--- src/rtl/subtraction_game_ctrl.sv ---
// subtraction_game_ctrl
//   Game controller for the two-player subtraction game. It holds the pile,
//   checks every move against the configured limits, tracks whose turn it
//   is, forfeits a turn that stalls for too long and detects the winner.
//   All outputs come straight from flops, so button effects appear one
//   cycle after the pulse is sampled.
//
// Ports
//   clk          system clock
//   rst          synchronous, active-high reset
//   start        pulse: load configuration and begin a new game
//   pile_init    starting pile (clamped into 1..99)
//   max_sub_cfg  per-move subtract limit (0 is treated as 1)
//   max_add_cfg  per-move add limit (0 disables adds)
//   amt          move amount, sampled with a button pulse
//   btn_sub      pulse: subtract amt from the pile
//   btn_add      pulse: add amt to the pile
//   win          game over; plr_turn holds the winner
//   plr_turn     0 = player 1, 1 = player 2
//   pile_size    current pile, 0..99
//   max_sub      latched subtract limit
//   max_add      latched add limit
//   hide         high while no game is loaded
//   err          one-cycle pulse on a rejected move
//   tmo          one-cycle pulse on a turn forfeit

module subtraction_game_ctrl #(
  parameter int TURN_TIMEOUT = 500000000
) (
  input  logic       clk,
  input  logic       rst,
  input  logic       start,
  input  logic [6:0] pile_init,
  input  logic [2:0] max_sub_cfg,
  input  logic [2:0] max_add_cfg,
  input  logic [2:0] amt,
  input  logic       btn_sub,
  input  logic       btn_add,
  output logic       win,
  output logic       plr_turn,
  output logic [6:0] pile_size,
  output logic [2:0] max_sub,
  output logic [2:0] max_add,
  output logic       hide,
  output logic       err,
  output logic       tmo
);

  localparam int CW = (TURN_TIMEOUT > 1) ? $clog2(TURN_TIMEOUT) : 1;
  localparam logic [CW-1:0] CNT_LAST = CW'(TURN_TIMEOUT - 1);

  typedef enum logic [1:0] {
    ST_IDLE,
    ST_PLAY,
    ST_WIN
  } state_t;

  state_t        state_q, state_d;
  logic [6:0]    pile_q, pile_d;
  logic          turn_q, turn_d;
  logic          win_q, win_d;
  logic          hide_q, hide_d;
  logic [2:0]    max_sub_q, max_sub_d;
  logic [2:0]    max_add_q, max_add_d;
  logic          err_q, err_d;
  logic          tmo_q, tmo_d;
  logic [1:0]    tok_q, tok_d;
  logic [CW-1:0] cnt_q, cnt_d;

  logic [7:0]    add_sum;
  logic [6:0]    sub_result;
  logic          sub_legal;
  logic          add_legal;
  logic          move_ok;
  logic [6:0]    pile_clamped;

  // The add check is done one bit wider than the pile so a sum above 127
  // cannot wrap around and slip under the 99 limit.
  assign add_sum    = {1'b0, pile_q} + {5'b0, amt};
  assign sub_result = pile_q - {4'b0, amt};

  assign sub_legal = (amt != 3'd0) && (amt <= max_sub_q) && ({4'b0, amt} <= pile_q);

  // Each player owns one add token per game; tok_q[0] belongs to player 1.
  assign add_legal = (max_add_q != 3'd0) && (amt != 3'd0) && (amt <= max_add_q) &&
                     tok_q[turn_q] && (add_sum <= 8'd99);

  assign pile_clamped = (pile_init == 7'd0)  ? 7'd1  :
                        (pile_init > 7'd99)  ? 7'd99 : pile_init;

  // Next-state logic. A legal move takes precedence over an expiring turn
  // timer; a rejected move leaves the timer running. start overrides
  // everything that happens in the same cycle.
  always_comb begin
    state_d   = state_q;
    pile_d    = pile_q;
    turn_d    = turn_q;
    win_d     = win_q;
    hide_d    = hide_q;
    max_sub_d = max_sub_q;
    max_add_d = max_add_q;
    tok_d     = tok_q;
    cnt_d     = cnt_q;
    err_d     = 1'b0;
    tmo_d     = 1'b0;
    move_ok   = 1'b0;

    case (state_q)
      ST_PLAY: begin
        if (btn_sub && btn_add) begin
          err_d = 1'b1;
        end else if (btn_sub) begin
          if (sub_legal) begin
            move_ok = 1'b1;
            pile_d  = sub_result;
            if (sub_result == 7'd0) begin
              // The player who empties the pile wins, so the turn stays put.
              state_d = ST_WIN;
              win_d   = 1'b1;
            end else begin
              turn_d = ~turn_q;
            end
          end else begin
            err_d = 1'b1;
          end
        end else if (btn_add) begin
          if (add_legal) begin
            move_ok        = 1'b1;
            pile_d         = add_sum[6:0];
            tok_d[turn_q]  = 1'b0;
            turn_d         = ~turn_q;
          end else begin
            err_d = 1'b1;
          end
        end

        if (move_ok) begin
          cnt_d = '0;
        end else if (cnt_q == CNT_LAST) begin
          turn_d = ~turn_q;
          cnt_d  = '0;
          tmo_d  = 1'b1;
        end else begin
          cnt_d = cnt_q + 1'b1;
        end
      end

      ST_IDLE, ST_WIN: begin
        cnt_d = '0;
      end

      default: begin
        state_d = ST_IDLE;
        cnt_d   = '0;
      end
    endcase

    if (start) begin
      state_d   = ST_PLAY;
      pile_d    = pile_clamped;
      max_sub_d = (max_sub_cfg == 3'd0) ? 3'd1 : max_sub_cfg;
      max_add_d = max_add_cfg;
      turn_d    = 1'b0;
      win_d     = 1'b0;
      hide_d    = 1'b0;
      tok_d     = 2'b11;
      cnt_d     = '0;
      err_d     = 1'b0;
      tmo_d     = 1'b0;
    end
  end

  // State register with synchronous reset back to an unloaded game.
  always_ff @(posedge clk) begin
    if (rst) begin
      state_q   <= ST_IDLE;
      pile_q    <= 7'd0;
      turn_q    <= 1'b0;
      win_q     <= 1'b0;
      hide_q    <= 1'b1;
      max_sub_q <= 3'd0;
      max_add_q <= 3'd0;
      tok_q     <= 2'b11;
      cnt_q     <= '0;
      err_q     <= 1'b0;
      tmo_q     <= 1'b0;
    end else begin
      state_q   <= state_d;
      pile_q    <= pile_d;
      turn_q    <= turn_d;
      win_q     <= win_d;
      hide_q    <= hide_d;
      max_sub_q <= max_sub_d;
      max_add_q <= max_add_d;
      tok_q     <= tok_d;
      cnt_q     <= cnt_d;
      err_q     <= err_d;
      tmo_q     <= tmo_d;
    end
  end

  assign win       = win_q;
  assign plr_turn  = turn_q;
  assign pile_size = pile_q;
  assign max_sub   = max_sub_q;
  assign max_add   = max_add_q;
  assign hide      = hide_q;
  assign err       = err_q;
  assign tmo       = tmo_q;

endmodule

--- config.mk ---
export PLATFORM = sky130hd
export DESIGN_NAME = subtraction_game_ctrl
export DESIGN_NICKNAME = d
export VERILOG_FILES = /design/src/rtl/subtraction_game_ctrl.sv
export SDC_FILE = /design/constraint.sdc
export NUM_CORES = 1
export LEC_CHECK = 0
export ABC_CLOCK_PERIOD_IN_PS = 6200
export CELL_PAD_IN_SITES_DETAIL_PLACEMENT = 1
export CELL_PAD_IN_SITES_GLOBAL_PLACEMENT = 1
export CORE_ASPECT_RATIO = 0.5
export CORE_UTILIZATION = 45
export DETAILED_ROUTE_END_ITERATION = 6
export PLACE_DENSITY_LB_ADDON = 0.1
export SYNTH_ARGS = -nofsm -noshare
export SYNTH_HDL_FRONTEND = slang
export SYNTH_SLANG_ARGS = --single-unit
export TNS_END_PERCENT = 20
--- constraint.sdc ---
create_clock -name clk -period 6.2 [get_ports clk]
set_input_delay 0.93 -clock clk [delete_from_list [all_inputs] [get_ports clk]]
set_output_delay 0.93 -clock clk [all_outputs]
set_load 0.02 [all_outputs]
### Clock network drawn from the DEF

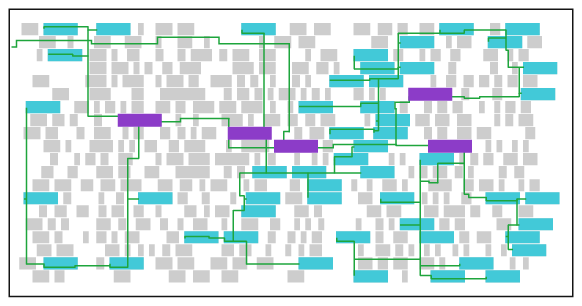
legend:
  cells driving clock nets:
    colour: purple
    count: 5
  flip-flops:
    colour: cyan
    count: 51
  clock wires:
    colour: green
    length: 721 um
routed clock nets: 6

### Metal layers overlaid

Scale bar: 20 um.
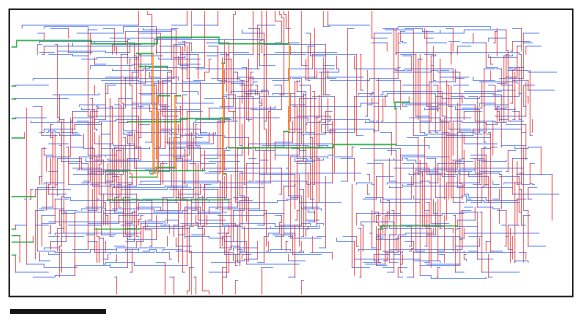
legend:
  met2:
    colour: red
    wire_length: 4,160 um
  met1:
    colour: blue
    wire_length: 3,780 um
  met3:
    colour: green
    wire_length: 239 um
  met4:
    colour: orange
    wire_length: 98.6 um
vias post-DR: 2,648
gr usage total: 25.0%
overall routed net length: 8.27 mm

==> flow_metrics.tcl <==
# place-and-route summary
set metrics [dict create \
    warnings 29 \
    worstHoldStart "cnt_q[0]$_SDFF_PP0_" \
    clock_latency_ns 0.29 \
    cts.clk_slew.worst_paths_ns 0.07 \
    logic_area_um2 1810 \
    finalCriticalPeriod_ns 4.36 \
    p_clk_uw 292 \
    yosys-stat-cells 361 \
    powerDensity_nw_per_um2 218 \
    core-area_um2 6260 \
    port_buffers 38 \
    via_per_inst 5.51 \
    crit_end "cnt_q[5]$_SDFF_PP0_" \
    status "complete, no violations" \
    num-fill-cells 771 \
    routed.top_layer "met4" \
    fin_area_um2 3560 \
    stdcell_count 481 \
    fin_nets 428 \
    vdd_drop_max_uv 122 \
    synth_area_leader_cell "dfxtp_1" \
    max_stage_delay_ns 0.69 \
    yosysUniqueCellTypes 56 \
    yosys.area.top_type_share_pct 34.0 \
    placed_area_um2 3410 \
    worstPathRequired_ns 6.34 \
    ys_area_um2 3000 \
    final_util_pct 56.9 \
    die_width_um 118 \
    slew-limit-headroom_pct 36.4 \
    overflow 0 \
    cts_setup_buffers 0 \
    ff_latch_area_um2 1020 \
    grt_pass1_wl_mm 13.6 \
    hold_class "register to register" \
    dp_slack_ns 1.54 \
    ys_warn_count 0 \
    seq_share_pct 28.7 \
    rows 20 \
    cts_sinks 51 \
    maxCapViolCount 0 \
    flop_cell "dfxtp_1" \
    antenna_found_initial 0 \
    maxPowerGroup "registers" \
    worst_pin_slew_ns 0.951 \
    p_seq_share_pct 44.6 \
    final-nonclk-buf-share_pct 10.7 \
    wl_met1_mm 3.78 \
    die_y_um 59.8 \
    mappedNetlistArea_um2 3000 \
    die_area_um2 7020 \
    top_register "cnt_q" \
    cts-hold-fix-buffers 0 \
    layout-drive-gt1-share_pct 6.87 \
    fin_total_pwr_uw 774 \
    grt_max_degree 22 \
    cts_tree "built" \
    clkCellAreaFrac_pct 4.29 \
    worstSetupPathType "input pin to register" \
    syn_to_final_growth_pct 18.5 \
    busiest_layer "met2" \
    pin_count 39 \
    rsz0062_at_grt "no" \
    use_met1_pct 29.5 \
    cp_slowest_cell "or2_1" \
    finalClockSkew_ns 0.00453 \
    worst_slack_ns 1.84 \
    whs_endpoint "cnt_q[0]$_SDFF_PP0_" \
    clkbuf_count 6 \
    layout_top_cell "dfxtp_1" \
    synth-seq-area-share_pct 34.0 \
    crit_top_cell "a211o_1" \
    cp_top_family "AND-OR/OR-AND gates" \
    hpwl_mm 6.05 \
    largest_reg_flops 29 \
    area_leaders "dfxtp_1 34%, nor2_1 6.3%, ha_1 5.4%" \
    worstPathCellList "clkdlybuf4s50_1 -> inv_1 -> ha_1 -> nor2b_1 -> a2111oi_0 -> a211o_1 -> a311oi_4 -> a211o_1 -> or2_1 -> nor2_1" \
]
